`config.mk`:
```
export PLATFORM = sky130hd
export DESIGN_NAME = gate_vector_sequencer_flat
export DESIGN_NICKNAME = d
export VERILOG_FILES = /design/src/rtl/gate_vector_sequencer_if.sv /design/src/rtl/gate_vector_sequencer.sv /design/src/flat_wrapper.sv
export SDC_FILE = /design/constraint.sdc
export NUM_CORES = 1
export LEC_CHECK = 0
export ABC_AREA = 1
export CELL_PAD_IN_SITES_DETAIL_PLACEMENT = 2
export CELL_PAD_IN_SITES_GLOBAL_PLACEMENT = 2
export CORE_MARGIN = 10
export CORE_UTILIZATION = 28
export CTS_CLUSTER_SIZE = 10
export DETAILED_ROUTE_END_ITERATION = 12
export PLACE_DENSITY = 0.75
export SLEW_MARGIN = 30
export SYNTH_ARGS = -nofsm -noshare
export SYNTH_HDL_FRONTEND = slang
export SYNTH_SLANG_ARGS = --single-unit
```
`constraint.sdc`:
```
create_clock -name clk -period 1.65 [get_ports clk]
set_input_delay 0.165 -clock clk [delete_from_list [all_inputs] [get_ports clk]]
set_output_delay 0.165 -clock clk [all_outputs]
set_load 0.01 [all_outputs]
```
`src/rtl/gate_vector_sequencer_if.sv`:
```
// Gate-side and status bundle for gate_vector_sequencer.
// GATE_SEQ_SIGNATURE_EN adds the 16-bit response signature sig_o.
interface gate_vector_sequencer_if #(
  parameter int WIDTH = 2
);
  logic             start;
  logic             resp_i;
  logic [WIDTH-1:0] vec_o;
  logic             busy;
  logic             done;
  logic             pass;
  logic [WIDTH:0]   err_cnt;
  logic [WIDTH-1:0] first_fail;
`ifdef GATE_SEQ_SIGNATURE_EN
  logic [15:0]      sig_o;

  modport master (input start, resp_i,
                  output vec_o, busy, done, pass, err_cnt, first_fail, sig_o);
  modport slave  (output start, resp_i,
                  input vec_o, busy, done, pass, err_cnt, first_fail, sig_o);
`else
  modport master (input start, resp_i,
                  output vec_o, busy, done, pass, err_cnt, first_fail);
  modport slave  (output start, resp_i,
                  input vec_o, busy, done, pass, err_cnt, first_fail);
`endif
endinterface

```
`src/rtl/gate_vector_sequencer.sv`:
```
// Exhaustive gate stimulus/check sequencer: walks all 2**WIDTH input vectors,
// holds each SETTLE cycles, samples the gate response and compares it to TRUTH.
// Optional: GATE_SEQ_SIGNATURE_EN compiles in a 16-bit response LFSR on sig_o.
module gate_vector_sequencer #(
  parameter int                    WIDTH  = 2,
  parameter int                    SETTLE = 1,
  parameter logic [(1<<WIDTH)-1:0] TRUTH  = 4'b1000
) (
  input  logic                    clk,
  input  logic                    rst_n,
  gate_vector_sequencer_if.master bus
);
  localparam int               CW       = (SETTLE > 1) ? $clog2(SETTLE) : 1;
  localparam logic [CW-1:0]    CNT_LAST = CW'(SETTLE - 1);
  localparam logic [CW-1:0]    CNT_ONE  = CW'(1);
  localparam logic [WIDTH-1:0] VEC_LAST = '1;
  localparam logic [WIDTH-1:0] VEC_ONE  = WIDTH'(1);
  localparam logic [WIDTH:0]   ERR_ONE  = (WIDTH+1)'(1);

  typedef enum logic [1:0] {S_IDLE, S_DRIVE, S_SAMPLE, S_DONE} state_t;

  state_t           state_q, state_d;
  logic [WIDTH-1:0] vec_q, vec_d;
  logic [CW-1:0]    cnt_q, cnt_d;
  logic [WIDTH:0]   err_q, err_d;
  logic [WIDTH-1:0] ff_q, ff_d;
  logic             busy_q, busy_d;
  logic             done_q, done_d;
  logic             pass_q, pass_d;
  logic             mism;

  assign mism = bus.resp_i ^ TRUTH[vec_q];

`ifdef GATE_SEQ_SIGNATURE_EN
  logic [15:0] sig_q, sig_d;
  logic        sig_fb;
  // x^16+x^12+x^5+1 taps, response folded into the feedback bit
  assign sig_fb = sig_q[15] ^ sig_q[11] ^ sig_q[4] ^ bus.resp_i;
  assign bus.sig_o = sig_q;
`endif

  // State and datapath registers; reset discards any partial sweep
  always_ff @(posedge clk or negedge rst_n) begin
    if (!rst_n) begin
      state_q <= S_IDLE;
      vec_q   <= '0;
      cnt_q   <= '0;
      err_q   <= '0;
      ff_q    <= '0;
      busy_q  <= 1'b0;
      done_q  <= 1'b0;
      pass_q  <= 1'b0;
`ifdef GATE_SEQ_SIGNATURE_EN
      sig_q   <= 16'hFFFF;
`endif
    end else begin
      state_q <= state_d;
      vec_q   <= vec_d;
      cnt_q   <= cnt_d;
      err_q   <= err_d;
      ff_q    <= ff_d;
      busy_q  <= busy_d;
      done_q  <= done_d;
      pass_q  <= pass_d;
`ifdef GATE_SEQ_SIGNATURE_EN
      sig_q   <= sig_d;
`endif
    end
  end

  // Next-state: start is only honoured from IDLE/DONE, so mid-sweep starts vanish
  always_comb begin
    state_d = state_q;
    vec_d   = vec_q;
    cnt_d   = cnt_q;
    err_d   = err_q;
    ff_d    = ff_q;
    done_d  = done_q;
    pass_d  = pass_q;
`ifdef GATE_SEQ_SIGNATURE_EN
    sig_d   = sig_q;
`endif
    case (state_q)
      S_IDLE, S_DONE: begin
        if (bus.start) begin
          state_d = S_DRIVE;
          vec_d   = '0;
          cnt_d   = '0;
          err_d   = '0;
          ff_d    = '0;
          done_d  = 1'b0;
          pass_d  = 1'b0;
`ifdef GATE_SEQ_SIGNATURE_EN
          sig_d   = 16'hFFFF;
`endif
        end
      end
      S_DRIVE: begin
        if (cnt_q == CNT_LAST) state_d = S_SAMPLE;
        else                   cnt_d   = cnt_q + CNT_ONE;
      end
      S_SAMPLE: begin
        if (mism) begin
          err_d = err_q + ERR_ONE;
          if (err_q == '0) ff_d = vec_q;
        end
`ifdef GATE_SEQ_SIGNATURE_EN
        sig_d = {sig_q[14:0], sig_fb};
`endif
        if (vec_q == VEC_LAST) begin
          state_d = S_DONE;
          done_d  = 1'b1;
          pass_d  = (err_d == '0);
        end else begin
          state_d = S_DRIVE;
          vec_d   = vec_q + VEC_ONE;
          cnt_d   = '0;
        end
      end
      default: state_d = S_IDLE;
    endcase
    busy_d = (state_d == S_DRIVE) || (state_d == S_SAMPLE);
  end

  assign bus.vec_o      = vec_q;
  assign bus.busy       = busy_q;
  assign bus.done       = done_q;
  assign bus.pass       = pass_q;
  assign bus.err_cnt    = err_q;
  assign bus.first_fail = ff_q;
endmodule

```
`src/flat_wrapper.sv`:
```
// flat-port wrapper written by rule: the top's interface ports become plain ports
module gate_vector_sequencer_flat 
#(
  parameter int                    WIDTH  = 2,
  parameter int                    SETTLE = 1,
  parameter logic [(1<<WIDTH)-1:0] TRUTH  = 4'b1000
)
  (clk, rst_n, bus_start, bus_resp_i, bus_vec_o, bus_busy, bus_done, bus_pass, bus_err_cnt, bus_first_fail);
  gate_vector_sequencer_if #(.WIDTH(WIDTH)) bus_i ();
  input  logic clk;
  input  logic rst_n;
  input wire logic [$bits(bus_i.start)-1:0] bus_start;
  input wire logic [$bits(bus_i.resp_i)-1:0] bus_resp_i;
  output wire logic [$bits(bus_i.vec_o)-1:0] bus_vec_o;
  output wire logic [$bits(bus_i.busy)-1:0] bus_busy;
  output wire logic [$bits(bus_i.done)-1:0] bus_done;
  output wire logic [$bits(bus_i.pass)-1:0] bus_pass;
  output wire logic [$bits(bus_i.err_cnt)-1:0] bus_err_cnt;
  output wire logic [$bits(bus_i.first_fail)-1:0] bus_first_fail;
  assign bus_i.start = bus_start;
  assign bus_i.resp_i = bus_resp_i;
  assign bus_vec_o = bus_i.vec_o;
  assign bus_busy = bus_i.busy;
  assign bus_done = bus_i.done;
  assign bus_pass = bus_i.pass;
  assign bus_err_cnt = bus_i.err_cnt;
  assign bus_first_fail = bus_i.first_fail;
  gate_vector_sequencer #(.WIDTH(WIDTH), .SETTLE(SETTLE), .TRUTH(TRUTH)) u_core (.clk(clk), .rst_n(rst_n), .bus(bus_i));
endmodule
```
==> flow_metrics.env <==
# implementation run metrics
export IMPL_ff2ff_path_depth=7
export IMPL_most_common_cell="sky130_fd_sc_hd__nand2_1"
export IMPL_rows=18
export IMPL_pwr_share_seq_pct=32.2
export IMPL_comb_power_mw=0.725
export IMPL_clkSlewWorstSetupHoldPaths_ns=0.08
export IMPL_topRoutingLayerUsed="met4"
export IMPL_die_area_um2=4980
export IMPL_flop_cell="sky130_fd_sc_hd__dfrtp_1"
export IMPL_layout_cells_most_common_list="sky130_fd_sc_hd__nand2_1, sky130_fd_sc_hd__inv_1, sky130_fd_sc_hd__clkdlybuf4s50_1, sky130_fd_sc_hd__dfrtp_1, sky130_fd_sc_hd__nand3_1"
export IMPL_fmax_ghz=0.692
export IMPL_p_per_area_nw_per_um2=1470
export IMPL_fin_ws_ns=0.206
export IMPL_post_synth_tally_of_flip_flops_with_integrated_enable=0
export IMPL_worst_skew_pair_late_latency_ns=0.26
export IMPL_cts_resized_gates=0
export IMPL_main_logic_family="simple AND/OR/NAND/NOR gates"
export IMPL_cells_after_synthesis=91
export IMPL_route_detailed_drc=0
export IMPL_mux_area_share_pct=0
export IMPL_grt_start_max_net_pins=13
export IMPL_antenna_found_initial=0
export IMPL_post_synth_and_or_nand_nor_area_fraction_pct=26.4
export IMPL_reg2reg_from="u_core.state_q[0]"
export IMPL_syn_cell_area_um2=716
export IMPL_final_design_area_no_fill_um2=908
export IMPL_worst_setup_start_kind="register"
export IMPL_critPathRequiredTime_ns=1.83
export IMPL_pg_seq_mw=0.429
export IMPL_tritoncts="yes"
export IMPL_synth_cellmix_compoundShare_pct=10.1
export IMPL_combinationalPowerShare_pct=54.4
export IMPL_cts_sink_count=12
export IMPL_synth_seq_cells=12
export IMPL_drt_first_pass_iters=2
export IMPL_global_route_wire_length_before_repair_um=3400
export IMPL_detailed_place_hpwl_um=1600
export IMPL_met3_usage_pct=2.65
export IMPL_drtIter0Drc=16
export IMPL_met2WireLength_um=1020
export IMPL_post_synth_xor_area_fraction_pct=1.22
export IMPL_grt_setup_unrepaired="no"
export IMPL_ys_seq_share_pct=42.0
export IMPL_die_h_um=70.6
export IMPL_initial_utilization_pct=29.2
export IMPL_grt_overflow_total=0
export IMPL_worstPathCellList="inv_1, ha_1, nand2_2, nand2_2, a21oi_2, nand3_1, o21ai_0"
export IMPL_slowest_delay_ns=0.38
export IMPL_worst_setup_path_type="reg2reg"
export IMPL_crit_path_top_delay_cell="sky130_fd_sc_hd__dfrtp_1"
export IMPL_count_of_distinct_cell_types_in_the_synthesized_netlist=18
export IMPL_average_footprint_of_a_synthesized_cell_um2=7.86
export IMPL_detail_route_antenna_nets=0
export IMPL_dieWidth_um=70.6
export IMPL_stage_log_warnings=29
export IMPL_ys_chip_area_um2=716
export IMPL_clock_power_share_pct=13.4
export IMPL_slew_limit_headroom_pct=59.2
export IMPL_top_power_group="combinational cells"
export IMPL_wirelength_um=1910
export IMPL_ff_latch_area_um2=300
export IMPL_clk_power_mw=0.178
export IMPL_synth_cells_yosys=91
export IMPL_grt_total_usage_pct=8.17
export IMPL_detailed_place_area_um2=886
export IMPL_synth_warnings=0
export IMPL_postCtsHoldBufs=0
export IMPL_critical_path_depth=7
export IMPL_met3_wirelength_um=72
export IMPL_setup_worst_path_end_class="register"
export IMPL_cellLeakagePower_nw=0.451
export IMPL_place_gp_congestion=0.767
export IMPL_destination_of_the_worst_register_to_register_timing_path="u_core.bus.vec_o[1]"
export IMPL_cts_root_buffer_cell="sky130_fd_sc_hd__clkbuf_4"
export IMPL_status="finished, final reports clean"
export IMPL_detail_route_wirelength_met1_um=809
export IMPL_setup_tns_final_ns=0
export IMPL_place_port_buffers=13
export IMPL_post_route_cells_drive_above_1_share_pct=13.1
export IMPL_design_final_nets=119
export IMPL_yosysTopAreaCellShare_pct=42.0
export IMPL_final_util_pct=37.0
export IMPL_mostFrequentLayoutCell="sky130_fd_sc_hd__nand2_1"
export IMPL_fin_skew_ns=0.00352
export IMPL_floorplan_core_area_um2=2450
export IMPL_grtUsageMet1_pct=8.60
export IMPL_max_slew_worst_pin_slew_ns=0.610
export IMPL_leading_cell_types_by_total_area_after_synthesis="sky130_fd_sc_hd__dfrtp_1, sky130_fd_sc_hd__nand2_1, sky130_fd_sc_hd__ha_1"
export IMPL_crit_end="u_core.bus.vec_o[1]"
export IMPL_finalSetupViolations=0
export IMPL_intPower_mw=0.739
export IMPL_drv_slew=0
export IMPL_synth_cellmix_adderShare_pct=10.5
==> registers in the layout (all words and copies together) (netlist names) <==
| register | flops |
|---|---|
| u_core.bus.done | 1 |
| u_core.bus.pass | 1 |
| u_core.bus.first_fail | 2 |
| u_core.bus.busy | 1 |
| u_core.state_q | 2 |
| u_core.bus.vec_o | 2 |
| u_core.bus.err_cnt | 3 |
==> layout make-up <==
cell class | count | share of cell area [%]
Inverter | 17 | 7.16
Multi-Input combinational cell | 61 | 38.0
Sequential cell | 12 | 33.1
Tap cell | 30 | 4.13
Timing Repair Buffer | 14 | 15.2
Clock buffer | 3 | 2.48
==> per-stage QoR <==
stage	power, mW	cells
after detailed placement	1.18	134
after global routing	1.49	137
after CTS	1.36	137
final	1.33	137
after global placement	1.15	134
after floorplan	0.914	91
Power grid:
The bar under the picture is 20 µm long. Pins as bars on the die edge. Tap cells in grey.
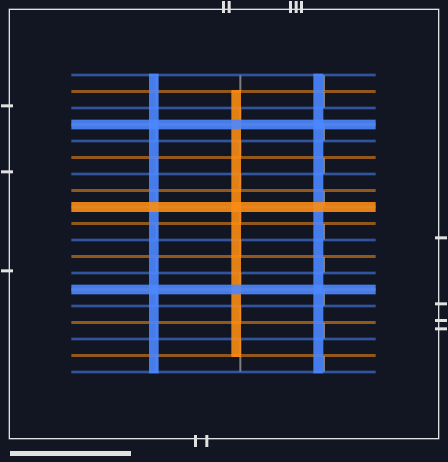
net	colour
VDD	orange
VSS	blue
met5 straps	3
met1 rails	19

Cells coloured by class:
The bar under the picture is 20 µm long.
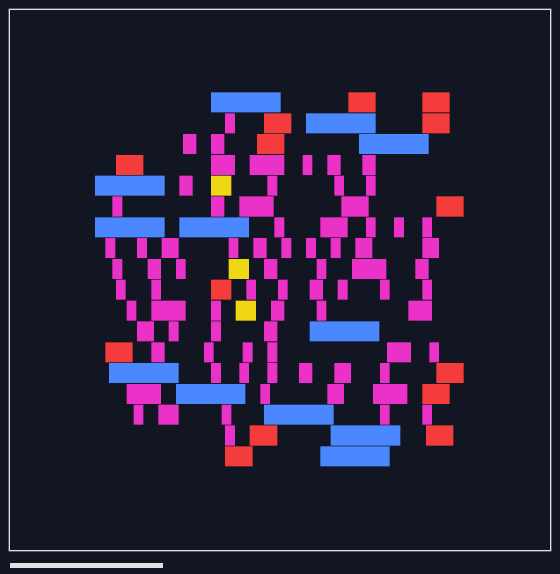
class	colour	cells	share of their area
remaining logic cells	magenta	78	47%
registers	blue	12	34%
clock-net drivers	yellow	3	2.6%
remaining buffers and delay cells	red	14	16%

No activity file was given, so power comes from the tool's default toggle rates.
